## src/rtl/tuart_pkg.sv

```systemverilog
// Shared types and helpers for the tuart transmitter and FIFO.
// Frame format and state encoding live here so benches and a future receiver agree.
package tuart_pkg;

    typedef enum logic [2:0] {
        ST_IDLE,
        ST_START,
        ST_DATA,
        ST_PARITY,
        ST_STOP
    } tuart_tx_state_t;

    typedef enum logic [1:0] {
        PAR_NONE = 2'b00,
        PAR_EVEN = 2'b01,
        PAR_ODD  = 2'b10
    } tuart_parity_t;

    // Total serial bits in one frame: start + data + optional parity + stop(s).
    function automatic int frame_bits(input int data_w, input logic stop2, input logic par_en);
        return 1 + data_w + (par_en ? 1 : 0) + (stop2 ? 2 : 1);
    endfunction

endpackage

```

## src/rtl/tuart_fifo.sv

```systemverilog
// Synchronous FIFO with extra-MSB pointers; shared by the UART transmit path and a future receiver.
// Pushes while full and pops while empty are ignored.
module tuart_fifo #(
    parameter int DATA_W = 8,
    parameter int DEPTH  = 8,
    localparam int AW    = $clog2(DEPTH),
    localparam int LW    = $clog2(DEPTH + 1)
) (
    input  logic              clk_i,
    input  logic              rst_in,
    input  logic              push_i,
    input  logic [DATA_W-1:0] data_i,
    input  logic              pop_i,
    output logic [DATA_W-1:0] data_o,
    output logic              full_o,
    output logic              empty_o,
    output logic [LW-1:0]     level_o
);

    logic [DATA_W-1:0] mem_q [DEPTH];
    logic [AW:0]       wptr_q, wptr_d;
    logic [AW:0]       rptr_q, rptr_d;
    logic [LW-1:0]     level_q, level_d;
    logic              push_ok, pop_ok;

    assign full_o  = (wptr_q[AW] != rptr_q[AW]) && (wptr_q[AW-1:0] == rptr_q[AW-1:0]);
    assign empty_o = (wptr_q == rptr_q);
    assign push_ok = push_i && !full_o;
    assign pop_ok  = pop_i && !empty_o;
    assign data_o  = mem_q[rptr_q[AW-1:0]];
    assign level_o = level_q;

    always_comb begin
        wptr_d  = wptr_q;
        rptr_d  = rptr_q;
        level_d = level_q;
        if (push_ok) wptr_d = wptr_q + 1'b1;
        if (pop_ok)  rptr_d = rptr_q + 1'b1;
        case ({push_ok, pop_ok})
            2'b10:   level_d = level_q + 1'b1;
            2'b01:   level_d = level_q - 1'b1;
            default: level_d = level_q;
        endcase
    end

    always_ff @(posedge clk_i) begin
        if (!rst_in) begin
            wptr_q  <= '0;
            rptr_q  <= '0;
            level_q <= '0;
        end else begin
            wptr_q  <= wptr_d;
            rptr_q  <= rptr_d;
            level_q <= level_d;
        end
    end

    // Storage needs no reset; only the pointers define validity.
    always_ff @(posedge clk_i) begin
        if (push_ok) mem_q[wptr_q[AW-1:0]] <= data_i;
    end

endmodule

```

## src/rtl/tuart_tx_fifo.sv

```systemverilog
// UART transmitter fed by a tuart_fifo; frames stream back-to-back while words are queued.
// Optional parity bit is built only when TUART_TX_PARITY_EN is defined.
module tuart_tx_fifo
    import tuart_pkg::*;
#(
    parameter int DATA_W = 8,
    parameter int DEPTH  = 8,
    parameter int DIV_W  = 16,
    localparam int LW    = $clog2(DEPTH + 1)
) (
    input  logic              clk_i,
    input  logic              rst_in,
    input  logic [DIV_W-1:0]  cycles_per_bit_i,
    input  logic              stop2_i,
`ifdef TUART_TX_PARITY_EN
    input  logic [1:0]        parity_i,
`endif
    input  logic [DATA_W-1:0] data_i,
    input  logic              valid_i,
    output logic              ready_o,
    output logic              tx_o,
    output logic              busy_o,
    output logic [LW-1:0]     level_o
);

    localparam int BCW = $clog2(DATA_W);

    tuart_tx_state_t   state_q, state_d;
    logic [DIV_W-1:0]  cnt_q, cnt_d;
    logic [DIV_W-1:0]  rl_q, rl_d;
    logic              stop2_q, stop2_d;
    logic              stop_n_q, stop_n_d;
    logic [DATA_W-1:0] shreg_q, shreg_d;
    logic [BCW-1:0]    bitcnt_q, bitcnt_d;
    logic              tx_q, tx_d;
    logic              busy_q, busy_d;
`ifdef TUART_TX_PARITY_EN
    logic              par_en_q, par_en_d;
    logic              par_bit_q, par_bit_d;
`endif

    logic              fifo_full, fifo_empty, fifo_push, fifo_pop;
    logic [DATA_W-1:0] fifo_dout;
    logic [DIV_W-1:0]  div_m1;
    logic [LW-1:0]     nxt_lvl;
    logic              bit_end;

    assign ready_o   = !fifo_full;
    assign fifo_push = valid_i && !fifo_full;
    assign tx_o      = tx_q;
    assign busy_o    = busy_q;
    assign bit_end   = (cnt_q == '0);
    assign div_m1    = (cycles_per_bit_i == '0) ? '0 : cycles_per_bit_i - 1'b1;

    tuart_fifo #(.DATA_W(DATA_W), .DEPTH(DEPTH)) u_fifo (
        .clk_i   (clk_i),
        .rst_in  (rst_in),
        .push_i  (fifo_push),
        .data_i  (data_i),
        .pop_i   (fifo_pop),
        .data_o  (fifo_dout),
        .full_o  (fifo_full),
        .empty_o (fifo_empty),
        .level_o (level_o)
    );

    always_comb begin
        state_d  = state_q;
        cnt_d    = cnt_q;
        rl_d     = rl_q;
        stop2_d  = stop2_q;
        stop_n_d = stop_n_q;
        shreg_d  = shreg_q;
        bitcnt_d = bitcnt_q;
        tx_d     = tx_q;
        fifo_pop = 1'b0;
`ifdef TUART_TX_PARITY_EN
        par_en_d  = par_en_q;
        par_bit_d = par_bit_q;
`endif
        if (state_q != ST_IDLE && !bit_end) cnt_d = cnt_q - 1'b1;

        case (state_q)
            ST_IDLE: begin
                if (!fifo_empty) fifo_pop = 1'b1;
            end
            ST_START: begin
                if (bit_end) begin
                    state_d  = ST_DATA;
                    tx_d     = shreg_q[0];
                    shreg_d  = shreg_q >> 1;
                    bitcnt_d = '0;
                    cnt_d    = rl_q;
                end
            end
            ST_DATA: begin
                if (bit_end) begin
                    cnt_d = rl_q;
                    if (bitcnt_q == BCW'(DATA_W - 1)) begin
                        state_d = ST_STOP;
                        tx_d    = 1'b1;
`ifdef TUART_TX_PARITY_EN
                        if (par_en_q) begin
                            state_d = ST_PARITY;
                            tx_d    = par_bit_q;
                        end
`endif
                    end else begin
                        tx_d     = shreg_q[0];
                        shreg_d  = shreg_q >> 1;
                        bitcnt_d = bitcnt_q + 1'b1;
                    end
                end
            end
`ifdef TUART_TX_PARITY_EN
            ST_PARITY: begin
                if (bit_end) begin
                    state_d = ST_STOP;
                    tx_d    = 1'b1;
                    cnt_d   = rl_q;
                end
            end
`endif
            ST_STOP: begin
                if (bit_end) begin
                    if (stop2_q && !stop_n_q) begin
                        stop_n_d = 1'b1;
                        cnt_d    = rl_q;
                    end else if (!fifo_empty) begin
                        fifo_pop = 1'b1;
                    end else begin
                        state_d = ST_IDLE;
                    end
                end
            end
            default: state_d = ST_IDLE;
        endcase

        // Frame launch: config is captured here and held for the whole frame.
        if (fifo_pop) begin
            state_d  = ST_START;
            tx_d     = 1'b0;
            shreg_d  = fifo_dout;
            rl_d     = div_m1;
            cnt_d    = div_m1;
            stop2_d  = stop2_i;
            stop_n_d = 1'b0;
`ifdef TUART_TX_PARITY_EN
            par_en_d  = (parity_i == PAR_EVEN) || (parity_i == PAR_ODD);
            par_bit_d = (^fifo_dout) ^ (parity_i == PAR_ODD);
`endif
        end

        nxt_lvl = level_o + LW'(fifo_push) - LW'(fifo_pop);
        busy_d  = (state_d != ST_IDLE) || (nxt_lvl != '0);
    end

    always_ff @(posedge clk_i) begin
        if (!rst_in) begin
            state_q  <= ST_IDLE;
            cnt_q    <= '0;
            rl_q     <= '0;
            stop2_q  <= 1'b0;
            stop_n_q <= 1'b0;
            shreg_q  <= '0;
            bitcnt_q <= '0;
            tx_q     <= 1'b1;
            busy_q   <= 1'b0;
`ifdef TUART_TX_PARITY_EN
            par_en_q  <= 1'b0;
            par_bit_q <= 1'b0;
`endif
        end else begin
            state_q  <= state_d;
            cnt_q    <= cnt_d;
            rl_q     <= rl_d;
            stop2_q  <= stop2_d;
            stop_n_q <= stop_n_d;
            shreg_q  <= shreg_d;
            bitcnt_q <= bitcnt_d;
            tx_q     <= tx_d;
            busy_q   <= busy_d;
`ifdef TUART_TX_PARITY_EN
            par_en_q  <= par_en_d;
            par_bit_q <= par_bit_d;
`endif
        end
    end

endmodule

```

## config.mk

```make
export PLATFORM = sky130hd
export DESIGN_NAME = tuart_tx_fifo
export DESIGN_NICKNAME = d
export VERILOG_FILES = /design/src/rtl/tuart_pkg.sv /design/src/rtl/tuart_fifo.sv /design/src/rtl/tuart_tx_fifo.sv
export SDC_FILE = /design/constraint.sdc
export NUM_CORES = 1
export LEC_CHECK = 0
export ABC_CLOCK_PERIOD_IN_PS = 3320
export CORE_ASPECT_RATIO = 1.75
export CORE_MARGIN = 2
export CORE_UTILIZATION = 35
export CTS_CLUSTER_SIZE = 30
export DETAILED_ROUTE_END_ITERATION = 8
export PLACE_DENSITY_LB_ADDON = 0.15
export SYNTH_ARGS = -nofsm -noshare
export SYNTH_HDL_FRONTEND = slang
export SYNTH_SLANG_ARGS = --single-unit
```

## constraint.sdc

```tcl
create_clock -name clk_i -period 3.32 [get_ports clk_i]
set_input_delay 0.664 -clock clk_i [delete_from_list [all_inputs] [get_ports clk_i]]
set_output_delay 0.664 -clock clk_i [all_outputs]
set_load 0.01 [all_outputs]
```

### Clock nets, run 1

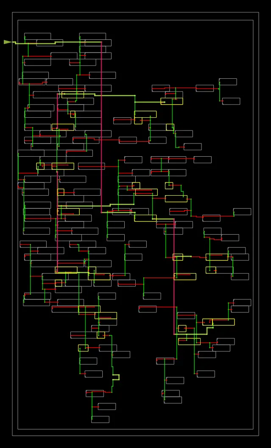
Worst-Skew Late Latency: 0.42 ns
Clock Sinks: 129
clock buf count: 17
skew final: 0.0116 ns
sequential cell count: 129

### Placed cells, one colour a class, run 1

Scale: 3 px per um. Fill, decap, tap and diode cells in grey.
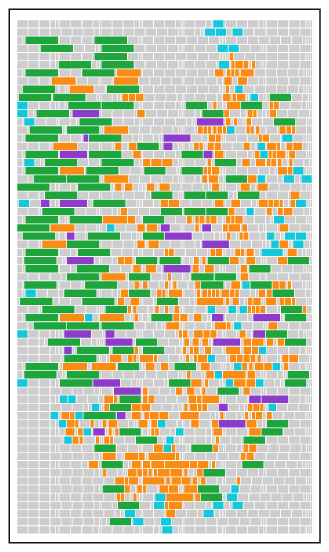
class	colour	cells	share of their area
flip-flops	green	129	45%
all other logic	orange	381	38%
other buffers and delay cells	cyan	72	8.9%
clock drivers and dummy loads	purple	32	7.8%
total core area: 16900 um^2
flop share of the area: 0.432
fin area: 7460 um^2
final core occ: 0.442

### Routed clock nets over the placement, run 1

Scale: 4 px per um.
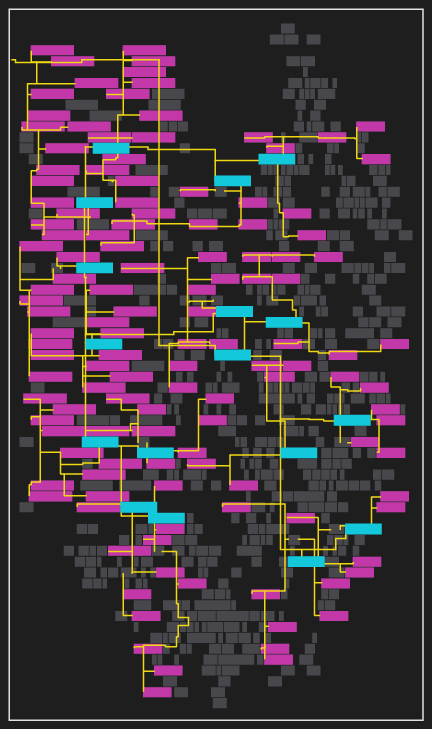
[flip-flops] magenta | count: 129
[clock wires] yellow | length: 1670 um
[cells driving clock nets] cyan | count: 17
flops lie	spread over the die
clk pwr: 1770 uW
clock power share: 0.277

==> results.sh, run 1 <==
# source this file to load flow results
export IMPL_startpoint_type="flop"
export IMPL_crit_path_end_kind="flop"
export IMPL_ys_flop_type="dfxtp_1"
export IMPL_fin_nets=643
export IMPL_total_power_uw=6380
export IMPL_powerDensity_nw_per_um2=855
export IMPL_path_buffers=2
export IMPL_setup_viol=0
export IMPL_status="finished, final reports clean"
export IMPL_arrival_ns=3.54
export IMPL_synth_top_cell_by_area="edfxtp_1"
export IMPL_crit_family="simple AND/OR/NAND/NOR gates"
export IMPL_ys_ff=129
export IMPL_worst_pin_slew_ns=0.793
export IMPL_grt_max_degree=39
export IMPL_ys_sh_mux=0.0824
export IMPL_simple_gate_share=0.160
export IMPL_htreeDepth=4
export IMPL_p_leak_uw=0.00266
export IMPL_routabilityCongestion=0.883
export IMPL_antenna_found_initial=0
export IMPL_mappedNetlistArea_um2=6010
export IMPL_cts_reportedPaths_clkPinSlew_ns=0.06
## run 1: final cells by class
cell class | instances | area share
Multi-Input combinational cell | 365 | 0.360
Tap cell | 227 | 0.0381
Inverter | 16 | 0.00872
Clock buffer | 17 | 0.0570
Sequential cell | 129 | 0.432
Clock inverter | 15 | 0.0181
Timing Repair Buffer | 72 | 0.0855
## run 1: registers in the layout (all words and copies together) (netlist names), named ones only
signal,flops
busy_o,1
state_q,3
u_fifo.wptr_q,4
u_fifo.mem_q,64
u_fifo.rptr_q,4
bitcnt_q,3
shreg_q,8
stop2_q,1
stop_n_q,1
tx_o,1
rl_q,16
cnt_q,16
u_fifo.level_o,4
## run 1: how the worst max path moves through the flow
stage	slack, ns	to	cells past startpoint
after floorplan	-0.002	u_fifo.level_o[3]	15
after global placement	0.07	cnt_q[10]	13
after detailed placement	-0.06	busy_o	16
after CTS	0.04	busy_o	16
after global routing	-0.004	busy_o	16
final	0.13	u_fifo.level_o[3]	14
## run 1: cells in the final DEF (no fill, tap or decap), types with 15 or more instances in the layout
master	instances
a211oi_1	18
a21oi_1	29
buf_4	37
clkbuf_16	17
clkdlybuf4s50_1	34
dfxtp_1	63
edfxtp_1	64
mux4_2	16
nand2_1	49
nor2_1	45
nor3_1	15
xnor2_1	21
## run 1: power by group through the flow
stage                     Clock, uW  Sequential, uW  Combinational, uW
after floorplan                   0            2160               1640
after global placement            0            2250               2240
after detailed placement          0            2260               2270
after CTS                      1810            2230               2310
after global routing           1880            2270               2630
final                          1770            2230               2390
## run 1: metrics by stage
stage | util | hold slack [ns] | worst slack [ns] | instance area [um^2] | instances
final | 0.442 | 0.456 | 0.128 | 7460 | 841
after global routing | 0.442 | 0.474 | -0.00396 | 7460 | 841
after CTS | 0.438 | 0.458 | 0.0403 | 7390 | 839
after detailed placement | 0.403 | 0.448 | -0.0561 | 6810 | 806
after global placement | 0.403 | 0.443 | 0.0661 | 6810 | 806
after floorplan | - | 0.431 | -0.00177 | 6030 | 536
## run 1: metal layers
metal | vias to the layer above | GRT usage | wire length, um
met4 | 0 | 0.0833 | 472
met5 | - | 0 | 0
met2 | 86 | 0.314 | 8210
met1 | 2100 | 0.170 | 5240
met3 | 32 | 0.0358 | 367
li1 | 2134 | - | -
## run 1: cell families (layout without fill, tap and decap cells)
| kind of cell | Yosys count | in the layout |
|---|---|---|
| buf+inv | 42 | 120 |
| mux | 29 | 29 |
| compound gates | 104 | 104 |
| xor+xnor | 33 | 33 |
| simple gates | 185 | 185 |
| fa+ha+maj | 14 | 14 |
| flops | 129 | 129 |
## run 1: repair_timing
action                     CTS  global route
setup buffers                1             2
setup endpoints to repair    2             2
hold endpoints to repair     0             0
pin swaps                    2            14
gates resized                3            17
## run 1: worst reg2reg max path: cells and delay by family, from the launching register on
| family | cells | cell delay [ns] |
|---|---|---|
| and+or+nand+nor | 4 | 1.44 |
| xor gates and xnor gates | 1 | 0.09 |
| adders and majority gates | 3 | 0.49 |
| buffers and inverters | 2 | 0.15 |
| AOI/OAI and AO/OA | 4 | 0.65 |
| DFF | 1 | 0.33 |
## Run 2: what changed since run 1
SLEW_MARGIN = 20   (was not set)
### Local utilization, run 2

Scale: 2 px per um. The die is cut into 10 by 18 equal tiles; black is low, pale yellow is high, 0 to 100% covered.
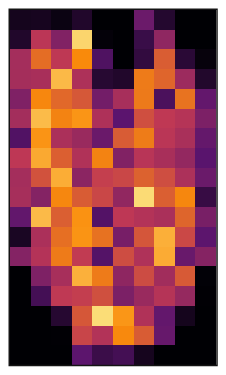
mean over tiles	39%
nearly empty tiles	16%
emptiest ninth of the die	south-west
floorplan utilization: 0.356

### Zoomed window, run 2

Window x 39 to 64, y 76 to 101 um. Cells in grey, sequential cells in the stronger grey; small squares are vias.
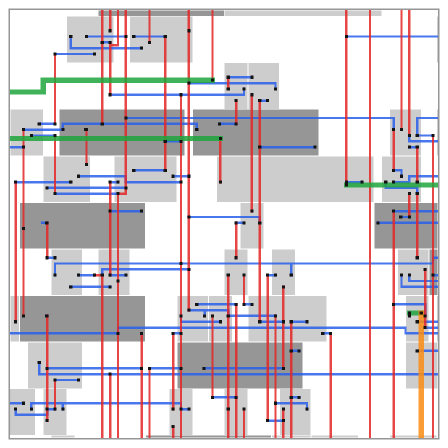
layer	colour
met3	green
met1	blue
met4	orange
met2	red
netlist names of flops here include	`bitcnt_q` (2), `shreg_q` (2)
most frequent	nor2_1 (8), dfxtp_1 (5), a21oi_1 (4)
cells with their middle in the window	31
sequential cells in the window	5

==> run 2 against run 1 <==
  * Cell count unchanged
  * Fmax unchanged
  * Combinational power about the same
  * Sequential cell count unchanged
  * Power did not move
  * Sequential power about the same
  * Critical endpoint unchanged
  * Area after synthesis stayed put
  * First-iteration DRC count did not move
  * Clock power is essentially flat
  * Clock-buffer cell count unchanged
  * Register-to-register slack is essentially flat
  * Design area is the same
==> results.sh, run 2 <==
# source this file to load flow results
export IMPL_core_area_um2=16900
export IMPL_placed_area_um2=6810
export IMPL_startpoint_type="flop"
export IMPL_ys_area_um2=6010
export IMPL_wirelength_mm=14.3
export IMPL_largest_register_ffs=64
export IMPL_ys_ff=129
export IMPL_arrival_ns=3.54
export IMPL_total_power_uw=6380
export IMPL_vdd_ir_drop_worst_v=0.000367
export IMPL_mappedNetlistArea_um2=6010
export IMPL_final_area_um2=7460
export IMPL_cts_sinks=129
export IMPL_htreeDepth=4
export IMPL_insertedDiodeCount=0
export IMPL_async_flop_share=0
export IMPL_worst_pin_slew_ns=0.793
export IMPL_p_leak_uw=0.00266
export IMPL_area_leaders="edfxtp_1 32%, dfxtp_1 22%, mux4_2 6.0%"
export IMPL_grt_max_degree=39
export IMPL_path_buffers=2
export IMPL_ys_flop_type="dfxtp_1"
export IMPL_crit_path_end_kind="flop"
export IMPL_finalClockSkew_ns=0.0116
export IMPL_status="finished, final reports clean"
export IMPL_slowest_delay_ns=0.56
export IMPL_fin_nets=643
export IMPL_routabilityCongestion=0.883
export IMPL_powerDensity_nw_per_um2=855
export IMPL_cts_reportedPaths_clkPinSlew_ns=0.06
export IMPL_placementRows=63
export IMPL_synth_top_cell_by_area="edfxtp_1"
export IMPL_antenna_found_initial=0
export IMPL_lay_top_count="edfxtp_1"
export IMPL_crit_family="simple AND/OR/NAND/NOR gates"
export IMPL_setup_viol=0
export IMPL_overflow=0
run 2: cell counts in the layout (fill, tap and decap cells not counted):
No cell type changed its count.
run 2: stage by stage:
step	TNS, ns	std cells	util	hold WS (ns)	setup slack (ns)
finish	0	841	0.442	0.456	0.128
global route	-0.00396	841	0.442	0.474	-0.00396
CTS	0	839	0.438	0.458	0.0403
detailed placement	-0.0561	806	0.403	0.448	-0.0561
global placement	0	806	0.403	0.443	0.0661
floorplan	-0.00177	536	-	0.431	-0.00177
run 2: cell families after synthesis:
logic type	Yosys count	share of synthesized area
mux	29	0.0824
simple gates	185	0.160
buf+inv	42	0.0293
fa+ha+maj	14	0.0316
compound gates	104	0.112
flops	129	0.536
xor+xnor	33	0.0481
run 2: layout make-up:
cell class              count  area, um^2  area share
clock buffers              17         425      0.0570
clock inverters            15         135      0.0181
inverters                  16        65.1     0.00872
multi-input cells         365        2690       0.360
flip-flops and latches    129        3230       0.432
well taps                 227         284      0.0381
repair buffers             72         638      0.0855
run 2: report_power, final:
part | total, uW | switching (uW) | internal (uW)
Combinational | 2390 | 1290 | 1110
Clock | 1770 | 778 | 989
Sequential | 2230 | 272 | 1950
Total | 6380 | 2340 | 4050
run 2: per-layer routing:
metal  GRT usage  routed length, um  vias to the layer above
li1            -                  -                     2134
met1       0.170               5240                     2100
met2       0.314               8210                       86
met3      0.0358                367                       32
met4      0.0833                472                        0
met5           0                  0                        -
run 2: path summary, 6_finish.rpt:
path | end | slack, ns
setup / recovery | u_fifo.level_o[3] | 0.13
hold / removal | rl_q[3] | 0.46
setup reg to reg | u_fifo.level_o[3] | 0.13
hold reg to reg | rl_q[3] | 0.46
run 2: what timing repair did:
action,CTS,global route
hold buffers,0,0
setup buffers,1,2
pin swaps,2,14
resized,3,17
setup endpoints to repair,2,2
run 2: worst register-to-register path, stage by stage (launching register included):
cell and delay (ns):
dfxtp_2 0.33, inv_2 0.06, ha_4 0.13, or4b_4 0.46
or4_4 0.56, o21ai_4 0.19, nand3_4 0.11, clkinv_4 0.09
ha_4 0.14, ha_1 0.22, a21o_1 0.19, a21oi_2 0.13
xnor2_1 0.09, or3_1 0.31, a21oi_1 0.14
Power is estimated from default activity; no workload was simulated.
